`config.mk`:
```
export PLATFORM = sky130hd
export DESIGN_NAME = scan_select_seq_flat
export DESIGN_NICKNAME = d
export VERILOG_FILES = /design/src/rtl/scan_select_pkg.sv /design/src/rtl/scan_select_seq_if.sv /design/src/rtl/scan_code_map.sv /design/src/rtl/scan_select_seq.sv /design/src/flat_wrapper.sv
export SDC_FILE = /design/constraint.sdc
export NUM_CORES = 1
export LEC_CHECK = 0
export ABC_AREA = 1
export CAP_MARGIN = 20
export CORE_MARGIN = 3
export CORE_UTILIZATION = 55
export DETAILED_ROUTE_END_ITERATION = 7
export PLACE_DENSITY = 0.82
export RECOVER_POWER = 25
export SYNTH_ARGS = -nofsm -noshare
export SYNTH_HDL_FRONTEND = slang
export SYNTH_SLANG_ARGS = --single-unit
export TNS_END_PERCENT = 10
```
`constraint.sdc`:
```
create_clock -name clk -period 2.4 [get_ports clk]
set_input_delay 0.48 -clock clk [delete_from_list [all_inputs] [get_ports clk]]
set_output_delay 0.48 -clock clk [all_outputs]
set_load 0.02 [all_outputs]
```
`src/rtl/scan_select_pkg.sv`:
```
// rtl/scan_select_pkg.sv - shared types and code constants for the select scanner
package scan_select_pkg;

  typedef enum logic {
    ST_IDLE = 1'b0,
    ST_RUN  = 1'b1
  } state_e;

  localparam logic [1:0] SEL_FIRST = 2'b00;

  localparam logic [1:0] GRAY_0 = 2'b00;
  localparam logic [1:0] GRAY_1 = 2'b01;
  localparam logic [1:0] GRAY_2 = 2'b11;
  localparam logic [1:0] GRAY_3 = 2'b10;

endpackage

```
`src/rtl/scan_select_seq_if.sv`:
```
// rtl/scan_select_seq_if.sv - control and select bundle between a controller and the scanner
interface scan_select_seq_if #(
  parameter int DWELL_W = 8
);
  logic               start;
  logic               stop;
  logic               en;
  logic [DWELL_W-1:0] dwell;
  logic [1:0]         sel;
  logic               step;
  logic               wrap;
  logic               busy;

  modport master (
    output start, stop, en, dwell,
    input  sel, step, wrap, busy
  );

  modport slave (
    input  start, stop, en, dwell,
    output sel, step, wrap, busy
  );
endinterface

```
`src/rtl/scan_code_map.sv`:
```
// rtl/scan_code_map.sv - index to select-code mapping; SCAN_GRAY_EN selects Gray order,
// otherwise the code equals the index.
module scan_code_map
  import scan_select_pkg::*;
(
  input  logic [1:0] idx_i,
  output logic [1:0] code_o
);

  always_comb begin
    code_o = SEL_FIRST;
`ifdef SCAN_GRAY_EN
    case (idx_i)
      2'd0:    code_o = GRAY_0;
      2'd1:    code_o = GRAY_1;
      2'd2:    code_o = GRAY_2;
      default: code_o = GRAY_3;
    endcase
`else
    code_o = idx_i;
`endif
  end

endmodule

```
`src/rtl/scan_select_seq.sv`:
```
// rtl/scan_select_seq.sv - steps a 2-bit decoder select through four codes with a
// programmable dwell, start/stop control, pause and step/wrap strobes.
module scan_select_seq
  import scan_select_pkg::*;
#(
  parameter int DWELL_W = 8
) (
  input  logic             clk,
  input  logic             rst,
  scan_select_seq_if.slave bus
);

  state_e             state_q;
  logic [1:0]         idx_q;
  logic [1:0]         idx_d;
  logic [1:0]         code_d;
  logic [DWELL_W-1:0] cnt_q;
  logic [DWELL_W-1:0] dwell_q;
  logic [1:0]         sel_q;
  logic               step_q;
  logic               wrap_q;
  logic               busy_q;

  assign idx_d = idx_q + 2'd1;

  // Map the upcoming index so sel_q lands on the new code in the same edge as step.
  scan_code_map u_code_map (
    .idx_i  (idx_d),
    .code_o (code_d)
  );

  always_ff @(posedge clk or posedge rst) begin
    if (rst) begin
      state_q <= ST_IDLE;
      idx_q   <= 2'd0;
      cnt_q   <= '0;
      dwell_q <= '0;
      sel_q   <= SEL_FIRST;
      step_q  <= 1'b0;
      wrap_q  <= 1'b0;
      busy_q  <= 1'b0;
    end else begin
      case (state_q)
        ST_IDLE: begin
          idx_q  <= 2'd0;
          cnt_q  <= '0;
          sel_q  <= SEL_FIRST;
          step_q <= 1'b0;
          wrap_q <= 1'b0;
          if (bus.start) begin
            state_q <= ST_RUN;
            dwell_q <= bus.dwell;
            busy_q  <= 1'b1;
          end
        end
        ST_RUN: begin
          if (bus.stop) begin
            state_q <= ST_IDLE;
            idx_q   <= 2'd0;
            cnt_q   <= '0;
            sel_q   <= SEL_FIRST;
            step_q  <= 1'b0;
            wrap_q  <= 1'b0;
            busy_q  <= 1'b0;
          end else if (!bus.en) begin
            step_q <= 1'b0;
            wrap_q <= 1'b0;
          end else if (cnt_q == dwell_q) begin
            cnt_q  <= '0;
            idx_q  <= idx_d;
            sel_q  <= code_d;
            step_q <= 1'b1;
            wrap_q <= (idx_q == 2'd3);
          end else begin
            cnt_q  <= cnt_q + 1'b1;
            step_q <= 1'b0;
            wrap_q <= 1'b0;
          end
        end
        default: state_q <= ST_IDLE;
      endcase
    end
  end

  assign bus.sel  = sel_q;
  assign bus.step = step_q;
  assign bus.wrap = wrap_q;
  assign bus.busy = busy_q;

endmodule

```
`src/flat_wrapper.sv`:
```
// flat-port wrapper written by rule: the top's interface ports become plain ports
module scan_select_seq_flat import scan_select_pkg::*;
#(
  parameter int DWELL_W = 8
)
  (clk, rst, bus_start, bus_stop, bus_en, bus_dwell, bus_sel, bus_step, bus_wrap, bus_busy);
  scan_select_seq_if #(.DWELL_W(DWELL_W)) bus_i ();
  input  logic clk;
  input  logic rst;
  input wire logic [$bits(bus_i.start)-1:0] bus_start;
  input wire logic [$bits(bus_i.stop)-1:0] bus_stop;
  input wire logic [$bits(bus_i.en)-1:0] bus_en;
  input wire logic [$bits(bus_i.dwell)-1:0] bus_dwell;
  output wire logic [$bits(bus_i.sel)-1:0] bus_sel;
  output wire logic [$bits(bus_i.step)-1:0] bus_step;
  output wire logic [$bits(bus_i.wrap)-1:0] bus_wrap;
  output wire logic [$bits(bus_i.busy)-1:0] bus_busy;
  assign bus_i.start = bus_start;
  assign bus_i.stop = bus_stop;
  assign bus_i.en = bus_en;
  assign bus_i.dwell = bus_dwell;
  assign bus_sel = bus_i.sel;
  assign bus_step = bus_i.step;
  assign bus_wrap = bus_i.wrap;
  assign bus_busy = bus_i.busy;
  scan_select_seq #(.DWELL_W(DWELL_W)) u_core (.clk(clk), .rst(rst), .bus(bus_i));
endmodule
```
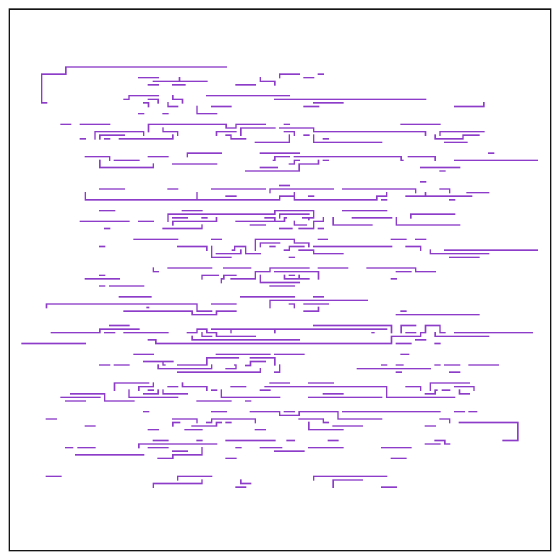
Figure 1: run 1, metal 1.
longest straight run: 22.3 µm
share of all routed wire: 44%
main direction: horizontal
nets with wire on the layer: 151
wire length on this layer: 954 µm
via count: 886
WL final: 2.18 mm
met1 GRT Util: 23.3%

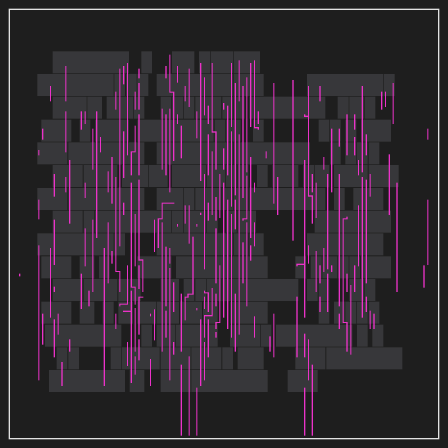
Figure 2: run 1, signal wires on met2.
Cells faint in the background.
longest straight run: 23.8 µm
share of all routed wire: 50%
wire length on this layer: 1090 µm
nets with wire on the layer: 139
met2 Track Usage GR: 35.6%

==> out/metrics.csv, run 1 <==
stage,metric,value,unit
finish,Comb area,489,µm²
power,Comb group,0.155,mW
timing,clk_skew,9.99,ps
status,outcome,"complete, no violations",
critical_path,worst r2r dst,u_core.cnt_q[2]$_DFFE_PP0P_,
critical_path,Worst Setup End Kind,output pin,
critical_path,critical path startpoint,u_core.idx_q[0]$_DFFE_PP0P_,
timing,Setup-failing EPs final,0,
route,wire per inst,12.5,µm
finish,ANT cells,0,
placed_design,final RePlAce weighted congestion,0.726,
global_routing,first-pass GRT wire length,3.82,mm
synth,yosys adder share,2.23,%
min_path,Worst Hold Class,flip-flop to flip-flop,
synth,"Distinct cells, synth",21,
power,PwrDens,637,mW/mm²
route,vias per std cell,5.09,
finish,#MultiIn Comb,85,
cts,clock slew at reported path FFs,130,ps
synth,most frequent cell after synthesis,nand2_1,
global_routing,Overflow after GRT,0,
timing,setup tns final,0,ps
power,sequential share of power,49.2,%
synth,"Seq share, synth",49.2,%
critical_path,crit path cell chain,clkdlybuf4s50_1,
critical_path,WS Path Type,flip-flop to output pin,
min_path,Hold Path Stages,1,
critical_path,CP max FO,4,
global_routing,antenna violations before repair,0,
power,Lkg Pwr,0.637,nW
placed_design,"worst slack, placed",607,ps
placed_design,Port Buffers,17,
power,Power Internal,0.645,mW
critical_path,worst reg2reg startpoint,u_core.cnt_q[2]$_DFFE_PP0P_,
placed_design,HPWL Detailed,1.60,mm
min_path,Worst Hold Path EP,u_core.bus.busy$_DFFE_PP0P_,
synth,Logic family by area,simple AND/OR/NAND/NOR gates,
placed_design,placed cells,170,
power,Sw Ratio,26.1,%
synth,ys flops,22,
timing,final setup margin,589,ps
job,tool warning count,26,
cts,Clock Root Buffer,clkbuf_4,
synth,warnings from Yosys,0,
floorplanning,Ports,18,
finish,area added between synthesis and finish,22.6,%
synth,Mux area share,3.02,%
route,remaining antenna violation count,0,
finish,most frequent cells in the layout,"nand2_1, dfrtp_1, inv_1",
critical_path,Buf/Inv on CP,1,
route,initial detailed-routing violation count,20,
floorplanning,tap cells,25,
job,MaxCap Viol Count,0,
critical_path,CP Launch Type,flip-flop,
cts,CTS sink cnt,22,
synth,asr flop ratio synth,100,%
timing,Slew HR,21.7,%
critical_path,Crit path depth,1,
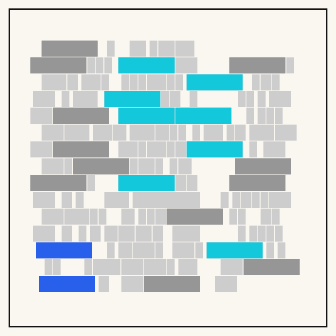
Figure 3: run 1, register map, names as in the netlist.
legend:
  u_core.idx_q:
    color: blue
    placed_flops: 2
  u_core.cnt_q:
    color: cyan
    placed_flops: 8
not colored: 12
Final Core Density: 75.4%
FF/Latch Area: 551 µm²
register share of the cell area: 40.1%
Seq power: 0.430 mW

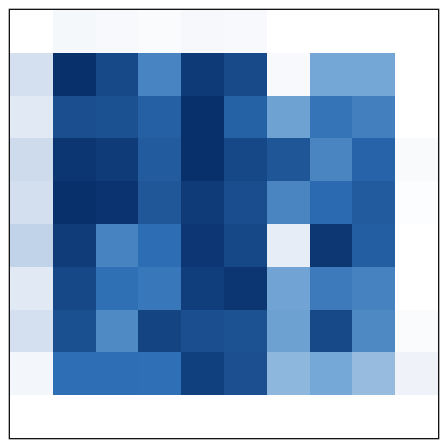
Figure 4: run 1, cell density map.
10 x 10 tiles, from white (low) to dark blue (high), 0 to 100% covered.
nearly empty tiles: 20%
densest ninth of the die: middle
fullest tile: 100%
Core Util at FP: 61.5%
core region area: 0.00182 mm²

[run 1: per-stage QoR]
step | hold slack, ps | area (µm²)
finish | 521 | 1370
global route | 527 | 1370
CTS | 491 | 1380
detailed placement | 476 | 1320
global placement | 463 | 1320
floorplan | 442 | 1120
[run 1: routing by layer]
| layer | track usage (%) | part of all wire, % | vias up |
|---|---|---|---|
| li1 | - | - | 444 |
| met1 | 23.3 | 44 | 409 |
| met2 | 35.6 | 50 | 26 |
| met3 | 3.50 | 3.5 | 7 |
| met4 | 8.07 | 2.6 | 0 |
| met5 | 0 | 0 | - |
[run 1: state kept, by name, indices dropped and copies added (netlist names)]
register / count
u_core.idx_q: 2
u_core.bus.wrap: 1
u_core.bus.busy: 1
u_core.state_q: 1
u_core.bus.step: 1
u_core.dwell_q: 8
u_core.cnt_q: 8
--- run 2 (diff from run 1) ---
CORE_UTILIZATION = 46   (was 55)
PLACE_DENSITY = 0.73   (was 0.82)
clock period = 1.5 ns   (was 2.4 ns; I/O delays follow)
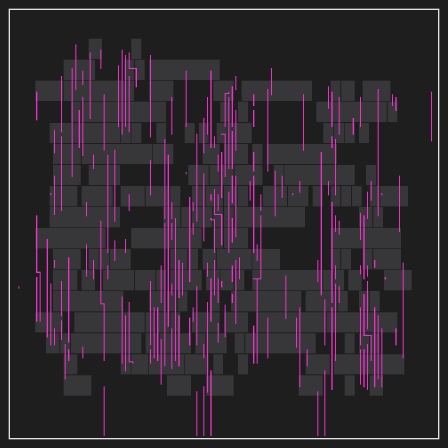
Figure 5: run 2, signal wires on met2.
Cells faint in the background.
wire length on this layer: 993 µm
longest straight run: 22.1 µm
nets with wire on the layer: 135
main direction: vertical
share of all routed wire: 49%
met2 Track Usage GR: 25.0%
WL final: 2.03 mm
via count: 865

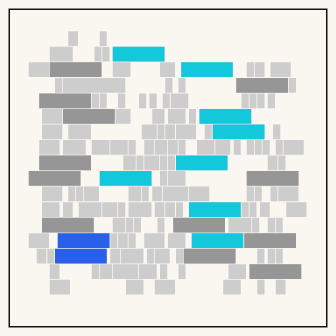
Figure 6: run 2, register map, names as in the netlist.
legend:
  u_core.idx_q:
    color: blue
    placed_flops: 2
  u_core.cnt_q:
    color: cyan
    placed_flops: 8
Final Core Density: 61.8%
register share of the cell area: 39.5%
Seq power: 0.687 mW

==> run 2 against run 1 <==
Clock power up 55%. Combinational power up 64%. Highest routed layer unchanged. Final area up 1.5%. Sequential share of layout area down 0.61 points. Sequential power up about 60%. Non-clock buffer count up 3. Power up 59%. Synthesized cell count unchanged.
==> out/metrics.csv, run 2 <==
stage,metric,value,unit,change
status,outcome,"complete, no violations",,
critical_path,WS Path Type,flip-flop to output pin,,
placed_design,HPWL Detailed,1.58,mm,-1.0%
critical_path,worst r2r dst,u_core.cnt_q[2]$_DFFE_PP0P_,,
timing,final setup margin,148,ps,-441 ps
synth,asr flop ratio synth,100,%,unchanged
synth,warnings from Yosys,0,,unchanged
global_routing,met1 GRT Util,17.8,%,-5.6 points
route,wire per inst,11.3,µm,-10%
route,remaining antenna violation count,0,,unchanged
cts,CTS sink cnt,22,,unchanged
placed_design,placed instance area,0.00135,mm²,+2.0%
global_routing,busiest layer in global routing,met2,,
finish,final instance area,0.00139,mm²,+1.5%
floorplanning,Core Util at FP,49.7,%,-12 points
placed_design,"worst slack, placed",6.44,ps,-600 ps
critical_path,CP max FO,4,,unchanged
route,initial detailed-routing violation count,11,,-45%
timing,setup tns final,0,ps,unchanged
job,MaxCap Viol Count,0,,unchanged
critical_path,worst reg2reg startpoint,u_core.cnt_q[6]$_DFFE_PP0P_,,
power,Comb group,0.254,mW,+64%
floorplanning,Ports,18,,unchanged
route,Metal-1 WL,934,µm,-2.1%
route,Met2 Wirelength,992,µm,-9.2%
floorplanning,core region area,0.00225,mm²,+24%
critical_path,Crit path depth,1,,unchanged
route,vias per std cell,4.81,,-5.6%
synth,ys flops,22,,unchanged
power,Lkg Pwr,0.675,nW,+6.0%
timing,clk_skew,14.9,ps,+4.94 ps
critical_path,CP Launch Type,flip-flop,,
synth,"Distinct cells, synth",21,,unchanged
global_routing,M3 GR Usage,5.37,%,+1.9 points
critical_path,critical path startpoint,u_core.idx_q[0]$_DFFE_PP0P_,,
## run 2: netlist changes by cell type in the layout (fill, tap and decap cells not counted), sizes merged
cell / delta
clkdlybuf4s50: -5
dlygate4sd2: +5
buf: +3
## run 2: logic make-up (layout without fill, tap and decap cells)
kind of cell	Yosys count	after routing	synth area share, %
xor+xnor	8	8	6.26
fa+ha+maj	2	2	2.23
simple gates	61	61	26.8
mux	3	3	3.02
compound gates	11	11	5.36
flops	22	22	49.2
buf+inv	21	45	7.15
## run 2: layout make-up
cell class / instances / area, µm² / area share, %
flip-flops and latches: 22 / 551 / 39.5
repair buffers: 21 / 191 / 13.7
well taps: 28 / 35.0 / 2.51
inverters: 20 / 75.1 / 5.39
multi-input cells: 85 / 489 / 35.1
clock buffers: 3 / 22.5 / 1.62
clock inverters: 1 / 30.0 / 2.15
Figure 7. Cell density map (run 2).
11 x 11 tiles, from white (low) to dark blue (high), 0 to 100% covered.
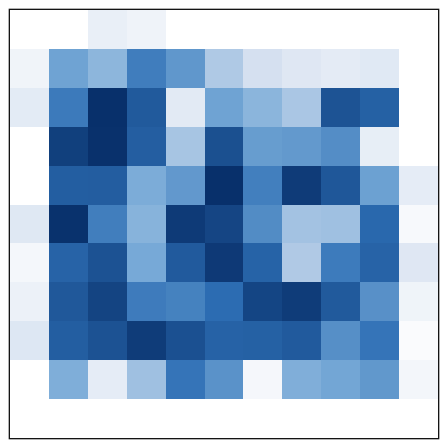

--- run 3 (diff from run 2) ---
ABC_AREA = not set   (was 1)
CORE_UTILIZATION = 51   (was 46)
PLACE_DENSITY = 0.77   (was 0.73)
clock period = 1.55 ns   (was 1.5 ns; I/O delays follow)
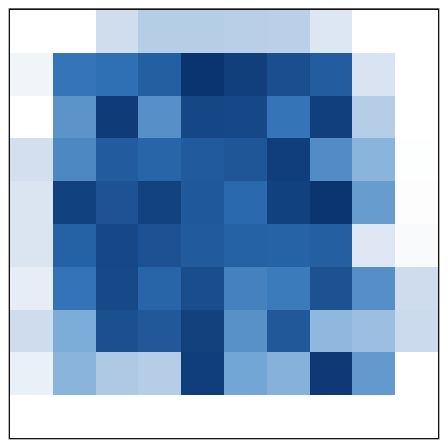
Figure 8: run 3, cell density map.
10 x 10 tiles, from white (low) to dark blue (high), 0 to 100% covered.
tiles over 75% full: 38%
densest ninth of the die: middle
fullest tile: 98%
mean over tiles: 50%
nearly empty tiles: 20%
Core Util at FP: 54.9%
core region area: 0.00200 mm²
Final Core Density: 70.2%

==> run 3 against run 2 <==
The run now ends with setup timing left. Hold slack better by 29 ps. Final cell count is 16% lower. Core utilization rose by 8.4 points. First-iteration DRC count down 36%. Critical path type is now flip-flop to flip-flop.
==> out/metrics.csv, run 3 <==
stage,metric,value,unit,change
status,failing checks,setup timing,,
critical_path,critical path startpoint,u_core.dwell_q[1]$_DFFE_PP0P_,,
synth,ys flops,22,,unchanged
status,outcome,"finished, violations left",,
critical_path,CP max FO,7,,+3
timing,final setup margin,-38.6,ps,-187 ps
cts,CTS sink cnt,22,,unchanged
route,via count,869,,+0.46%
job,MaxCap Viol Count,0,,unchanged
timing,Setup-failing EPs final,1,,
critical_path,Crit path depth,4,,+3
power,Seq power,0.683,mW,-0.6%
floorplanning,Ports,18,,unchanged
synth,Logic family by area,simple AND/OR/NAND/NOR gates,,
synth,yosys adder share,2.28,%,+0.041 points
critical_path,worst r2r dst,u_core.idx_q[0]$_DFFE_PP0P_,,
min_path,Worst Hold Class,flip-flop to flip-flop,,
power,Comb group,0.275,mW,+8.3%
synth,XOR/XNOR Area Share,12.5,%,+6.3 points
route,vias per std cell,5.75,,+20%
synth,post-synthesis compound-gate area fraction,9.44,%,+4.1 points
placed_design,placed instance area,0.00138,mm²,+2.0%
synth,asr flop ratio synth,100,%,unchanged
placed_design,HPWL Detailed,1.75,mm,+11%
power,Lkg Pwr,0.585,nW,-13%
critical_path,CP Launch Type,flip-flop,,
synth,"Distinct cells, synth",29,,+38%
synth,simple share,14.3,%,-12 points
timing,setup tns final,-38.6,ps,-38.6 ps
placed_design,"worst slack, placed",-340,ps,-347 ps
synth,warnings from Yosys,0,,unchanged
route,WL final,2.31,mm,+14%
critical_path,worst reg2reg startpoint,u_core.dwell_q[1]$_DFFE_PP0P_,,
critical_path,WS Path Type,flip-flop to flip-flop,,
timing,clk_skew,2.97,ps,-12.0 ps
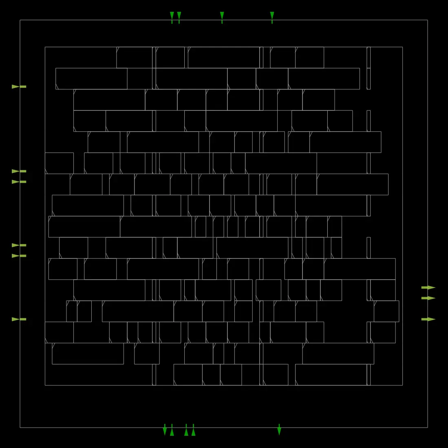
Figure 9: run 3, cell placement.
registers: 22
non-filler cells in the finished layout: 151

-- run 3: cell types whose count changed in the layout (fill, tap and decap cells not counted), moves of 4 or more --
cell	before	now
buf_4	3	12
nand2_1	28	6
nand3_1	5	0
nor2_1	14	2
xor2_1	4	0
mux2_2	3	8
xnor2_1	4	12
inv_1	18	3
a211oi_1	0	6
a21oi_1	8	4
-- run 3: final cells by class --
type                    count  area, µm²
multi-input cells          66        528
clock buffers               3       22.5
repair buffers             30        259
flip-flops and latches     22        551
inverters                   3       11.3
fillers                   157        597
well taps                  27       33.8
-- run 3: repair_timing --
action                                  in CTS  in global routing
pin swaps                                    0                  1
gates resized                                6                  2
endpoints found under the setup margin      11                  8
-- run 3: routing by layer --
layer  wire (µm)  track usage (%)
met1         958             24.4
met2        1210             32.6
met3          94             3.42
met4          52             9.79
met5           0                0
No activity file was given, so power comes from the tool's default toggle rates.
